[src/rtl/uart_tx_2bytes.sv]
// Two-byte 8N1 UART transmitter: on a send rising edge, serialises byte_first then
// byte_second back-to-back, LSB first, and pulses done after the second stop bit.
module uart_tx_2bytes #(
  parameter int CLKS_PER_BIT = 5208
) (
  input  logic       clock,
  input  logic       reset,
  input  logic       send,
  input  logic [7:0] byte_first,
  input  logic [7:0] byte_second,
  output logic       tx,
  output logic       busy,
  output logic       done
);

  localparam int BW = (CLKS_PER_BIT > 1) ? $clog2(CLKS_PER_BIT) : 1;
  localparam logic [BW-1:0] BAUD_LAST = BW'(CLKS_PER_BIT - 1);

  localparam logic [2:0] IDLE  = 3'd0;
  localparam logic [2:0] START = 3'd1;
  localparam logic [2:0] DATA  = 3'd2;
  localparam logic [2:0] STOP  = 3'd3;
  localparam logic [2:0] DONE  = 3'd4;

  logic [2:0]    state;
  logic          send_q;
  logic [BW-1:0] baud;
  logic [2:0]    bit_cnt;
  logic          byte_sel;
  logic [7:0]    shift;
  logic [7:0]    hold;
  logic          accept;
  logic          baud_end;

  assign accept   = (state == IDLE) && send && !send_q;
  assign baud_end = (baud == BAUD_LAST);

  always_ff @(posedge clock or posedge reset) begin
    if (reset) begin
      state    <= IDLE;
      send_q   <= 1'b0;
      baud     <= '0;
      bit_cnt  <= '0;
      byte_sel <= 1'b0;
      shift    <= '0;
      hold     <= '0;
      tx       <= 1'b1;
      busy     <= 1'b0;
      done     <= 1'b0;
    end else begin
      send_q <= send;
      done   <= 1'b0;
      case (state)
        IDLE: begin
          tx   <= 1'b1;
          busy <= 1'b0;
          if (accept) begin
            shift    <= byte_first;
            hold     <= byte_second;
            byte_sel <= 1'b0;
            baud     <= '0;
            state    <= START;
            tx       <= 1'b0;
            busy     <= 1'b1;
          end
        end
        START: begin
          if (baud_end) begin
            baud    <= '0;
            bit_cnt <= '0;
            state   <= DATA;
            tx      <= shift[0];
          end else begin
            baud <= baud + BW'(1);
          end
        end
        DATA: begin
          // shift[0] is the bit on the line; shift[1] is the next one to drive
          if (baud_end) begin
            baud <= '0;
            if (bit_cnt == 3'd7) begin
              state <= STOP;
              tx    <= 1'b1;
            end else begin
              bit_cnt <= bit_cnt + 3'd1;
              tx      <= shift[1];
              shift   <= {1'b0, shift[7:1]};
            end
          end else begin
            baud <= baud + BW'(1);
          end
        end
        STOP: begin
          if (baud_end) begin
            baud <= '0;
            if (!byte_sel) begin
              byte_sel <= 1'b1;
              shift    <= hold;
              state    <= START;
              tx       <= 1'b0;
            end else begin
              state <= DONE;
              tx    <= 1'b1;
              busy  <= 1'b0;
              done  <= 1'b1;
            end
          end else begin
            baud <= baud + BW'(1);
          end
        end
        DONE: begin
          state <= IDLE;
          tx    <= 1'b1;
          busy  <= 1'b0;
        end
        default: begin
          state <= IDLE;
          tx    <= 1'b1;
          busy  <= 1'b0;
          done  <= 1'b0;
        end
      endcase
    end
  end

endmodule

[config.mk]
export PLATFORM = sky130hd
export DESIGN_NAME = uart_tx_2bytes
export DESIGN_NICKNAME = d
export VERILOG_FILES = /design/src/rtl/uart_tx_2bytes.sv
export SDC_FILE = /design/constraint.sdc
export NUM_CORES = 1
export LEC_CHECK = 0
export CAP_MARGIN = 0
export CELL_PAD_IN_SITES_DETAIL_PLACEMENT = 0
export CELL_PAD_IN_SITES_GLOBAL_PLACEMENT = 1
export CORE_MARGIN = 2
export CORE_UTILIZATION = 40
export CTS_CLUSTER_SIZE = 25
export DETAILED_ROUTE_END_ITERATION = 10
export PLACE_DENSITY_LB_ADDON = 0.1
export RECOVER_POWER = 50
export SLEW_MARGIN = 0
export SYNTH_ARGS = -nofsm -noshare
export SYNTH_HDL_FRONTEND = slang
export SYNTH_SLANG_ARGS = --single-unit
[constraint.sdc]
create_clock -name clock -period 2.2 [get_ports clock]
set_input_delay 0.44 -clock clock [delete_from_list [all_inputs] [get_ports clock]]
set_output_delay 0.44 -clock clock [all_outputs]
set_load 0.1 [all_outputs]
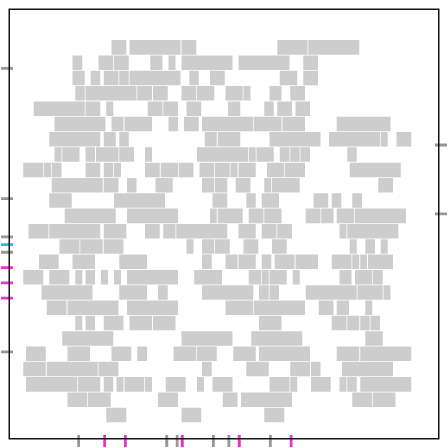
**Above:** I/O pins on the die edge.
Pins as bars across the die edge, other pins in gray.
| port | color | pins | direction | edge |
|---|---|---|---|---|
| send | cyan | 1 | input | left |
| byte_first | magenta | 8 | input | 5 bottom, 3 left |
all pins by edge: 11 bottom, 9 left, 2 right

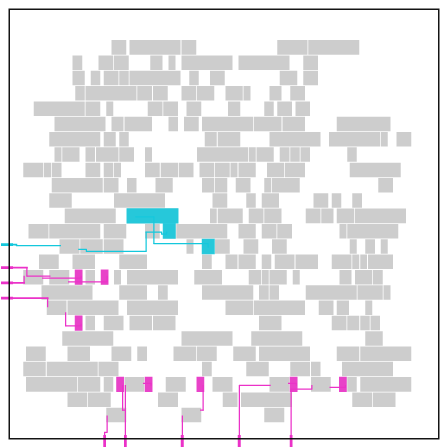
**Above:** port wiring.
| port | color | bits | direction | edge | end cells | buffers | wire |
|---|---|---|---|---|---|---|---|
| send | cyan | 1 | input | left | 3 | 2 | 47.1 um |
| byte_first | magenta | 8 | input | 5 bottom, 3 left | 8 | 8 | 100 um |

==> impl_metrics.py <==
# Synthesis and PnR figures
metrics = {
    "power": {
        "power.internal_mw": 1.68,
        "sw_frac_of_total": 0.342,
        "worst_ir_drop_vdd_uv": 460,
        "p_leak_nw": 1.13,
        "p_switching_mw": 0.874,
    },
    "clock_tree": {
        "clock_sinks": 40,
        "htree_levels": 2,
        "clk_latency_ns": 0.29,
        "cts-resized-gates": 0,
        "cts_hold_buf": 0,
    },
    "synthesis": {
        "postSynthCellCount": 199,
        "synth.cellmix.compoundShare": 0.169,
        "ys_sh_xor": 0.0127,
        "common_cells": "dfrtp_1 (39), mux2_2 (17), nand2_1 (17), o21ai_0 (15), a21oi_1 (11)",
        "mux_share": 0.126,
    },
    "timing": {
        "fin_ws_ns": 0.0614,
        "setup_viol": 0,
    },
    "routing": {
        "highest_layer": "met4",
        "drt_wl_total_um": 4650,
        "met3WireLength_um": 101,
        "dr_total_vias": 1681,
    },
    "floorplan": {
        "die_area_um2": 5780,
        "placementRows": 26,
    },
    "finish": {
        "clock_buffers": 7,
        "largestClassByArea": "multi-input combinational cells",
    },
    "placement": {
        "dpl.hpwl_um": 3350,
        "io_buffers": 21,
        "placed_area_um2": 2470,
    },
    "worst_hold_path": {
        "hold_path_depth": 2,
        "min_to": "tx",
    },
    "run": {
        "warnings": 26,
    },
    "run_status": {
        "status": "completed",
    },
    "setup_path": {
        "critPathLaunchType": "flip-flop",
        "arrival_ns": 2.31,
        "critPathCaptureType": "flip-flop",
        "worstSetupPathType": "flip-flop to flip-flop",
    },
    "grt": {
        "grt_pass1_vias": 1689,
    },
}
==> placed cells by master, fill, tap and decap left out, types with 11 or more instances in the layout <==
cell type / count
nand2_1: 17
clkdlybuf4s50_1: 16
a21oi_1: 11
o21ai_0: 15
dfrtp_1: 39
buf_4: 26
mux2_2: 17
==> how the worst max path moves through the flow <==
stage / slack [ns] / from / to
after floorplan: 0.01 / baud[0] / bit_cnt[0]
after global routing: 0.009 / baud[9] / bit_cnt[0]
after global placement: 0.09 / send / baud[6]
final: 0.06 / baud[9] / bit_cnt[0]
after detailed placement: 0.04 / baud[1] / bit_cnt[0]
after CTS: 0.01 / baud[1] / bit_cnt[0]
==> critical path: stages (launching register included) <==
cell     delay (ns)
dfrtp_1        0.37
or3b_1         0.39
or4_4          0.57
or3_4          0.36
a221o_1        0.32
Power and IR drop assume default switching activity.
